floorplan.png
Bar = 20 um. Pins as bars on the die edge.
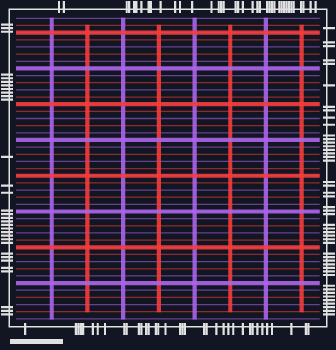
class_map.png
Fill, decap, tap and diode cells in grey.
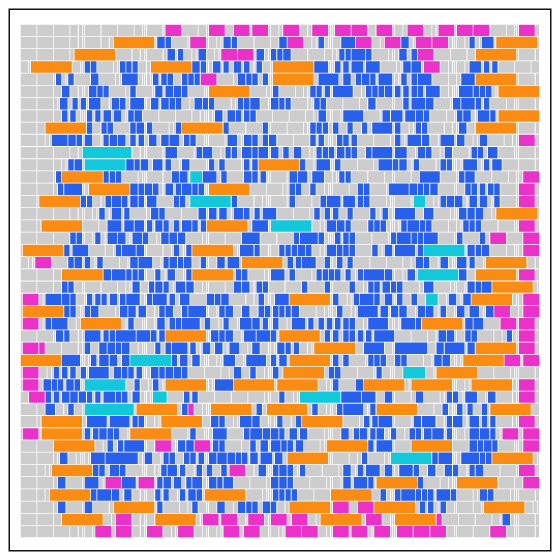
`src/rtl/pkt_buf_ctrl_if.sv`:
```
// Framed input word stream (sop/eop) feeding the packet buffer controller.
// There is no backpressure, so the stream carries no ready signal.
interface pkt_buf_ctrl_if #(
  parameter int DATA_WIDTH = 32
);
  logic                  in_valid;
  logic                  in_sop;
  logic                  in_eop;
  logic [DATA_WIDTH-1:0] in_data;

  modport master (output in_valid, output in_sop, output in_eop, output in_data);
  modport slave  (input  in_valid, input  in_sop, input  in_eop, input  in_data);
endinterface

```
`src/rtl/pkt_buf_ctrl.sv`:
```
// Write/commit/read pointer controller for the packet buffer RAM: packets become
// visible to the reader only once their eop is written; overflowing packets are rewound.
module pkt_buf_ctrl #(
  parameter int DATA_WIDTH = 32,
  parameter int ADDR_WIDTH = 14,
  parameter int DEPTH      = 16384,
  parameter int CNT_WIDTH  = 16
) (
  input  logic                  pkt_buf_ctrl_clk,
  input  logic                  pkt_buf_ctrl_rst,
  input  logic                  pkt_buf_ctrl_sw_rst,
  pkt_buf_ctrl_if.slave         in_if,
  input  logic                  rd_req_i,
  output logic                  wr_en_o,
  output logic [ADDR_WIDTH:0]   wr_addr_o,
  output logic [DATA_WIDTH-1:0] wr_data_o,
  output logic                  rd_en_o,
  output logic [ADDR_WIDTH:0]   rd_addr_o,
  output logic                  buffer_full,
  output logic                  buffer_empty,
  output logic [ADDR_WIDTH:0]   fill_level,
  output logic [CNT_WIDTH-1:0]  pkt_cnt,
  output logic [CNT_WIDTH-1:0]  drop_cnt,
  output logic                  err_nosop
);

  localparam int PTR_W = ADDR_WIDTH + 1;
  localparam logic [PTR_W-1:0] PTR_ONE = PTR_W'(1);

  if (DEPTH != (2 ** ADDR_WIDTH)) begin : g_depth_check
    $error("pkt_buf_ctrl: DEPTH must equal 2**ADDR_WIDTH");
  end

  typedef enum logic [1:0] {IDLE, WRITE, DROP} state_t;

  state_t               state, state_nxt;
  logic [PTR_W-1:0]     wr_ptr, wr_ptr_nxt;
  logic [PTR_W-1:0]     commit_ptr, commit_nxt;
  logic [PTR_W-1:0]     rd_ptr, rd_ptr_nxt;
  logic [PTR_W-1:0]     wr_addr;
  logic                 wr_en;
  logic                 rd_en;
  logic                 nosop_nxt;
  logic [1:0]           pkt_add;
  logic [1:0]           drop_add;

  // Saturating add for the statistics counters; n is 0..2 per cycle.
  function automatic logic [CNT_WIDTH-1:0] sat_add(input logic [CNT_WIDTH-1:0] c,
                                                   input logic [1:0] n);
    logic [CNT_WIDTH:0] s;
    s = {1'b0, c} + {{(CNT_WIDTH-1){1'b0}}, n};
    return s[CNT_WIDTH] ? {CNT_WIDTH{1'b1}} : s[CNT_WIDTH-1:0];
  endfunction

  // Flags come from registered pointers only, so a read never frees space for
  // a write in the same cycle. Uncommitted words count toward full only.
  assign buffer_full  = (wr_ptr[ADDR_WIDTH] != rd_ptr[ADDR_WIDTH]) &&
                        (wr_ptr[ADDR_WIDTH-1:0] == rd_ptr[ADDR_WIDTH-1:0]);
  assign buffer_empty = (commit_ptr == rd_ptr);
  assign fill_level   = commit_ptr - rd_ptr;

  assign wr_en_o   = wr_en;
  assign wr_addr_o = wr_addr;
  assign wr_data_o = in_if.in_data;

  assign rd_en      = rd_req_i && !buffer_empty;
  assign rd_en_o    = rd_en;
  assign rd_addr_o  = rd_ptr;
  assign rd_ptr_nxt = rd_en ? (rd_ptr + PTR_ONE) : rd_ptr;

  always_comb begin
    state_nxt  = state;
    wr_ptr_nxt = wr_ptr;
    commit_nxt = commit_ptr;
    wr_addr    = wr_ptr;
    wr_en      = 1'b0;
    pkt_add    = 2'd0;
    drop_add   = 2'd0;
    nosop_nxt  = 1'b0;
    if (in_if.in_valid) begin
      unique case (state)
        IDLE, DROP: begin
          if (in_if.in_sop) begin
            if (!buffer_full) begin
              wr_en      = 1'b1;
              wr_ptr_nxt = wr_ptr + PTR_ONE;
              if (in_if.in_eop) begin
                commit_nxt = wr_ptr + PTR_ONE;
                pkt_add    = 2'd1;
                state_nxt  = IDLE;
              end else begin
                state_nxt  = WRITE;
              end
            end else begin
              drop_add  = 2'd1;
              state_nxt = in_if.in_eop ? IDLE : DROP;
            end
          end else if (state == IDLE) begin
            nosop_nxt = 1'b1;
          end else if (in_if.in_eop) begin
            state_nxt = IDLE;
          end
        end
        WRITE: begin
          if (in_if.in_sop) begin
            // Truncated packet: abandon it and restart the new one at commit_ptr.
            wr_addr = commit_ptr;
            if (!buffer_full) begin
              drop_add   = 2'd1;
              wr_en      = 1'b1;
              wr_ptr_nxt = commit_ptr + PTR_ONE;
              if (in_if.in_eop) begin
                commit_nxt = commit_ptr + PTR_ONE;
                pkt_add    = 2'd1;
                state_nxt  = IDLE;
              end
            end else begin
              // No room this cycle: the new packet is lost along with the old one.
              drop_add   = 2'd2;
              wr_ptr_nxt = commit_ptr;
              state_nxt  = in_if.in_eop ? IDLE : DROP;
            end
          end else if (!buffer_full) begin
            wr_en      = 1'b1;
            wr_ptr_nxt = wr_ptr + PTR_ONE;
            if (in_if.in_eop) begin
              commit_nxt = wr_ptr + PTR_ONE;
              pkt_add    = 2'd1;
              state_nxt  = IDLE;
            end
          end else begin
            wr_ptr_nxt = commit_ptr;
            drop_add   = 2'd1;
            state_nxt  = in_if.in_eop ? IDLE : DROP;
          end
        end
        default: state_nxt = IDLE;
      endcase
    end
  end

  // Soft clear has the same effect as reset and wins over every other event.
  always_ff @(posedge pkt_buf_ctrl_clk or posedge pkt_buf_ctrl_rst) begin
    if (pkt_buf_ctrl_rst) begin
      state      <= IDLE;
      wr_ptr     <= '0;
      commit_ptr <= '0;
      rd_ptr     <= '0;
      pkt_cnt    <= '0;
      drop_cnt   <= '0;
      err_nosop  <= 1'b0;
    end else if (pkt_buf_ctrl_sw_rst) begin
      state      <= IDLE;
      wr_ptr     <= '0;
      commit_ptr <= '0;
      rd_ptr     <= '0;
      pkt_cnt    <= '0;
      drop_cnt   <= '0;
      err_nosop  <= 1'b0;
    end else begin
      state      <= state_nxt;
      wr_ptr     <= wr_ptr_nxt;
      commit_ptr <= commit_nxt;
      rd_ptr     <= rd_ptr_nxt;
      pkt_cnt    <= sat_add(pkt_cnt, pkt_add);
      drop_cnt   <= sat_add(drop_cnt, drop_add);
      err_nosop  <= nosop_nxt;
    end
  end

endmodule

```
`src/flat_wrapper.sv`:
```
// flat-port wrapper written by rule: the top's interface ports become plain ports
module pkt_buf_ctrl_flat 
#(
  parameter int DATA_WIDTH = 32,
  parameter int ADDR_WIDTH = 14,
  parameter int DEPTH      = 16384,
  parameter int CNT_WIDTH  = 16
)
  (pkt_buf_ctrl_clk, pkt_buf_ctrl_rst, pkt_buf_ctrl_sw_rst, rd_req_i, wr_en_o, wr_addr_o, wr_data_o, rd_en_o, rd_addr_o, buffer_full, buffer_empty, fill_level, pkt_cnt, drop_cnt, err_nosop, in_if_in_valid, in_if_in_sop, in_if_in_eop, in_if_in_data);
  pkt_buf_ctrl_if #(.DATA_WIDTH(DATA_WIDTH)) in_if_i ();
  input  logic pkt_buf_ctrl_clk;
  input  logic pkt_buf_ctrl_rst;
  input  logic pkt_buf_ctrl_sw_rst;
  input  logic rd_req_i;
  output logic wr_en_o;
  output logic [ADDR_WIDTH:0] wr_addr_o;
  output logic [DATA_WIDTH-1:0] wr_data_o;
  output logic rd_en_o;
  output logic [ADDR_WIDTH:0] rd_addr_o;
  output logic buffer_full;
  output logic buffer_empty;
  output logic [ADDR_WIDTH:0] fill_level;
  output logic [CNT_WIDTH-1:0] pkt_cnt;
  output logic [CNT_WIDTH-1:0] drop_cnt;
  output logic err_nosop;
  input wire logic [$bits(in_if_i.in_valid)-1:0] in_if_in_valid;
  input wire logic [$bits(in_if_i.in_sop)-1:0] in_if_in_sop;
  input wire logic [$bits(in_if_i.in_eop)-1:0] in_if_in_eop;
  input wire logic [$bits(in_if_i.in_data)-1:0] in_if_in_data;
  assign in_if_i.in_valid = in_if_in_valid;
  assign in_if_i.in_sop = in_if_in_sop;
  assign in_if_i.in_eop = in_if_in_eop;
  assign in_if_i.in_data = in_if_in_data;
  pkt_buf_ctrl #(.DATA_WIDTH(DATA_WIDTH), .ADDR_WIDTH(ADDR_WIDTH), .DEPTH(DEPTH), .CNT_WIDTH(CNT_WIDTH)) u_core (.pkt_buf_ctrl_clk(pkt_buf_ctrl_clk), .pkt_buf_ctrl_rst(pkt_buf_ctrl_rst), .pkt_buf_ctrl_sw_rst(pkt_buf_ctrl_sw_rst), .in_if(in_if_i), .rd_req_i(rd_req_i), .wr_en_o(wr_en_o), .wr_addr_o(wr_addr_o), .wr_data_o(wr_data_o), .rd_en_o(rd_en_o), .rd_addr_o(rd_addr_o), .buffer_full(buffer_full), .buffer_empty(buffer_empty), .fill_level(fill_level), .pkt_cnt(pkt_cnt), .drop_cnt(drop_cnt), .err_nosop(err_nosop));
endmodule
```
`config.mk`:
```
export PLATFORM = sky130hd
export DESIGN_NAME = pkt_buf_ctrl_flat
export DESIGN_NICKNAME = d
export VERILOG_FILES = /design/src/rtl/pkt_buf_ctrl_if.sv /design/src/rtl/pkt_buf_ctrl.sv /design/src/flat_wrapper.sv
export SDC_FILE = /design/constraint.sdc
export NUM_CORES = 1
export LEC_CHECK = 0
export ABC_AREA = 1
export CAP_MARGIN = 20
export CORE_MARGIN = 2
export CORE_UTILIZATION = 50
export CTS_CLUSTER_DIAMETER = 30
export DETAILED_ROUTE_END_ITERATION = 16
export PLACE_DENSITY_LB_ADDON = 0.12
export RECOVER_POWER = 50
export SYNTH_ARGS = -nofsm -noshare
export SYNTH_HDL_FRONTEND = slang
export SYNTH_SLANG_ARGS = --single-unit
```
`constraint.sdc`:
```
create_clock -name pkt_buf_ctrl_clk -period 10.2 [get_ports pkt_buf_ctrl_clk]
set_clock_uncertainty 0.05 [all_clocks]
set_input_delay 1.53 -clock pkt_buf_ctrl_clk [delete_from_list [all_inputs] [get_ports pkt_buf_ctrl_clk]]
set_output_delay 1.53 -clock pkt_buf_ctrl_clk [all_outputs]
set_load 0.005 [all_outputs]
```
==> Slide: Implementation Results <==
Physical Implementation Snapshot

Timing
  • Count of final max-slew check failures: 88
  • Worst hold slack: 0.440 ns
  • Final Hold Vio Count: 0
  • Fmax: approximately 180 MHz
  • Cycle use final: 0.545
  • RSZ-0062 raised after global routing: no
  • Fin crit period: around 5.6 ns
  • Final setup fails: 0
  • Worst Tran Pin Value: between 3 and 4 ns
  • TNS Setup: 0 ns

Routing
  • Vias after detailed routing: 6799
  • DRC viols: 0
  • Final wirelength: 19600 um
  • Via density: 5.51
  • Drt pass-1 iters: 5
  • DR WL/cell: 15.9 um
  • Initial DRC Count: 631
  • Post-detailed-route count of antenna-violating nets: 0

Cells and area
  • # clk buffers: 10
  • Inverters: 122
  • Nets@finish: between 1000 and 1500
  • Logic Gate Count: 749
  • Largest class: multi-input combinational cells
  • Sequential Area: 2000 um2
  • Flop count: 80
  • Layout filler cell count: 1307
  • Layout area overhead: 15.6%
  • Logic share of the area: 0.499
  • Non-Clock Buffer Count: 91
  • Layout Cells excl Fill: 1234
  • Fraction of layout cells with a size suffix above 1: 0.0435

Critical path
  • Worst-path fanout max: 28
  • WS Path Type: in -> out
  • Worst setup SP type: input port
  • Worst Reg-to-Reg Cells: 23
  • R2R Path End: u_core.drop_cnt[9]
  • Required time of the critical path: 8.62 ns
  • Setup crit end kind: output port

Clocking
  • Clock buffer count from CTS: 9
  • Late-Pin Clk Latency: between 0.3 and 0.4 ns
  • Post-CTS Setup Bufs: 0
  • CTS root buffer: clkbuf_16
  • CTS tree: built
  • H-tree depth: 3
  • CTS Buffer Depth: 2
  • Clock Sinks: around 80

Logic synthesis
  • Mux share of post-synthesis cell area: 0
  • Ao+oa area frac: 0.0915
  • Commonest cells in the netlist: nand2_1 (286), inv_1 (114), nand3_1 (102), dfrtp_1 (80), nor2_1 (80)
  • Ys async rst share: 1.00
  • Post-Syn Area: 6740 um2
  • Synth Seq Share: 0.297
  • Avg Inst Size Synth: roughly 6.6 um2
  • Top cells by area, synth: dfrtp_1 (30%), nand2_1 (16%), nand3_1 (7.6%)
  • Cells after synthesis: 1015
  • Comb area leader: simple AND/OR/NAND/NOR gates
  • XORs/XNORs by Area: 0.0649
  • Post-Syn Nets: 1079
  • Adder-cell share of the synthesized area: 0.0486
  • Most numerous cell in the Yosys netlist: nand2_1
  • Cell count in the Yosys report: 1015
  • Yosys warns: 0
  • Simple share: 0.372
  • EDFF count, synth: 0

Placement
  • Port Buffer Count: 88
  • Post-DP HPWL: 14700 um

Pwr
  • Comb pwr share: 0.326
  • Peak VDD IR: 0.000123 V
  • Power Density: approximately 140 nW/um2
  • Sw Share: 0.339
  • P_leak: 3.80 nW
  • Internal: 0.000714 W
  • Sw Pwr: 0.000366 W
  • Flop pwr share: 0.334

Die
  • Die X: 120 um
  • FP Util: 0.511
  • Tap cells: 176
  • IO Pins: around 150

Min path
  • Hold crit path type: reg -> reg
  • Sink of the worst hold path: u_core.pkt_cnt[12]
  • Hold Startpoint: u_core.pkt_cnt[12]

Global route
  • Initial antenna violation count: 0
  • Gr usage total: 0.282
  • Vias in the first global route: 6084
  • Gr ovfl total: 0

Status
  • Status: finished with violations
  • Failing checks: max-capacitance violations, max-slew violations

Flow run
  • Max_cap viols: 2
## Picture notes: floorplan.png
- VDD: red
- VSS: purple
- met1 rails: 43
- met4 straps: 8
- met5 straps: 8
- signal pins: 153

## Picture notes: class_map.png
- remaining buffers and delay cells: magenta (cells 91; share of their area 12%)
- clock drivers and dummy loads: cyan (cells 16; share of their area 4.4%)
- remaining logic cells: blue (cells 871; share of their area 57%)
- registers: orange (cells 80; share of their area 26%)
num rows: 42
Seq/total area: 0.257

==> stage by stage <==
stage,utilization,instance area [um2]
3_3_place_gp,0.567,7470
2_1_floorplan,-,6740
6_report,0.591,7790
4_1_cts,0.592,7800
5_1_grt,0.591,7790
3_5_place_dp,0.567,7470
==> critical path, stage by stage <==
cell and delay [ns]:
clkdlybuf4s50_1 0.80, nand2_1 0.63, o21ai_0 0.46, clkdlybuf4s50_1 0.56
==> cell usage in the layout, fill, tap and decap left out, drive strengths merged, types with 3 or more instances in the layout <==
| cell type | instances |
|---|---|
| dlygate4sd3 | 49 |
| nand3 | 110 |
| o21ai | 51 |
| xnor2 | 10 |
| nand2 | 291 |
| inv | 121 |
| xor2 | 40 |
| a21oi | 46 |
| or2 | 4 |
| clkinvlp | 4 |
| o31ai | 5 |
| clkbuf | 13 |
| nor2 | 86 |
| clkdlybuf4s50 | 39 |
| nand3b | 8 |
| nor3 | 25 |
| a31oi | 3 |
| dfrtp | 80 |
| nor4 | 5 |
| nand4 | 29 |
| ha | 23 |
==> state kept, by name, summed over array words and instances (netlist names) <==
name               flops
u_core.wr_ptr         15
u_core.drop_cnt       16
u_core.err_nosop       1
u_core.rd_addr_o      15
u_core.commit_ptr     15
u_core.pkt_cnt        16
u_core.state           2
==> power groups by stage <==
stage,Combinational [W],Clock [W],Sequential (W)
4_1_cts,0.000354,0.000371,0.000360
5_1_grt,0.000393,0.000382,0.000363
3_5_place_dp,0.000352,0,0.000365
2_1_floorplan,0.000219,0,0.000350
3_3_place_gp,0.000352,0,0.000366
6_report,0.000352,0.000367,0.000361
==> per-layer routing <==
metal / GRT usage / wire [um] / vias up
met4: 0.0838 / 345 / 0
met2: 0.447 / 9060 / 251
li1: - / - / 3345
met5: 0 / 0 / -
met1: 0.401 / 8860 / 3173
met3: 0.0390 / 1360 / 30
Power and IR drop assume default switching activity.
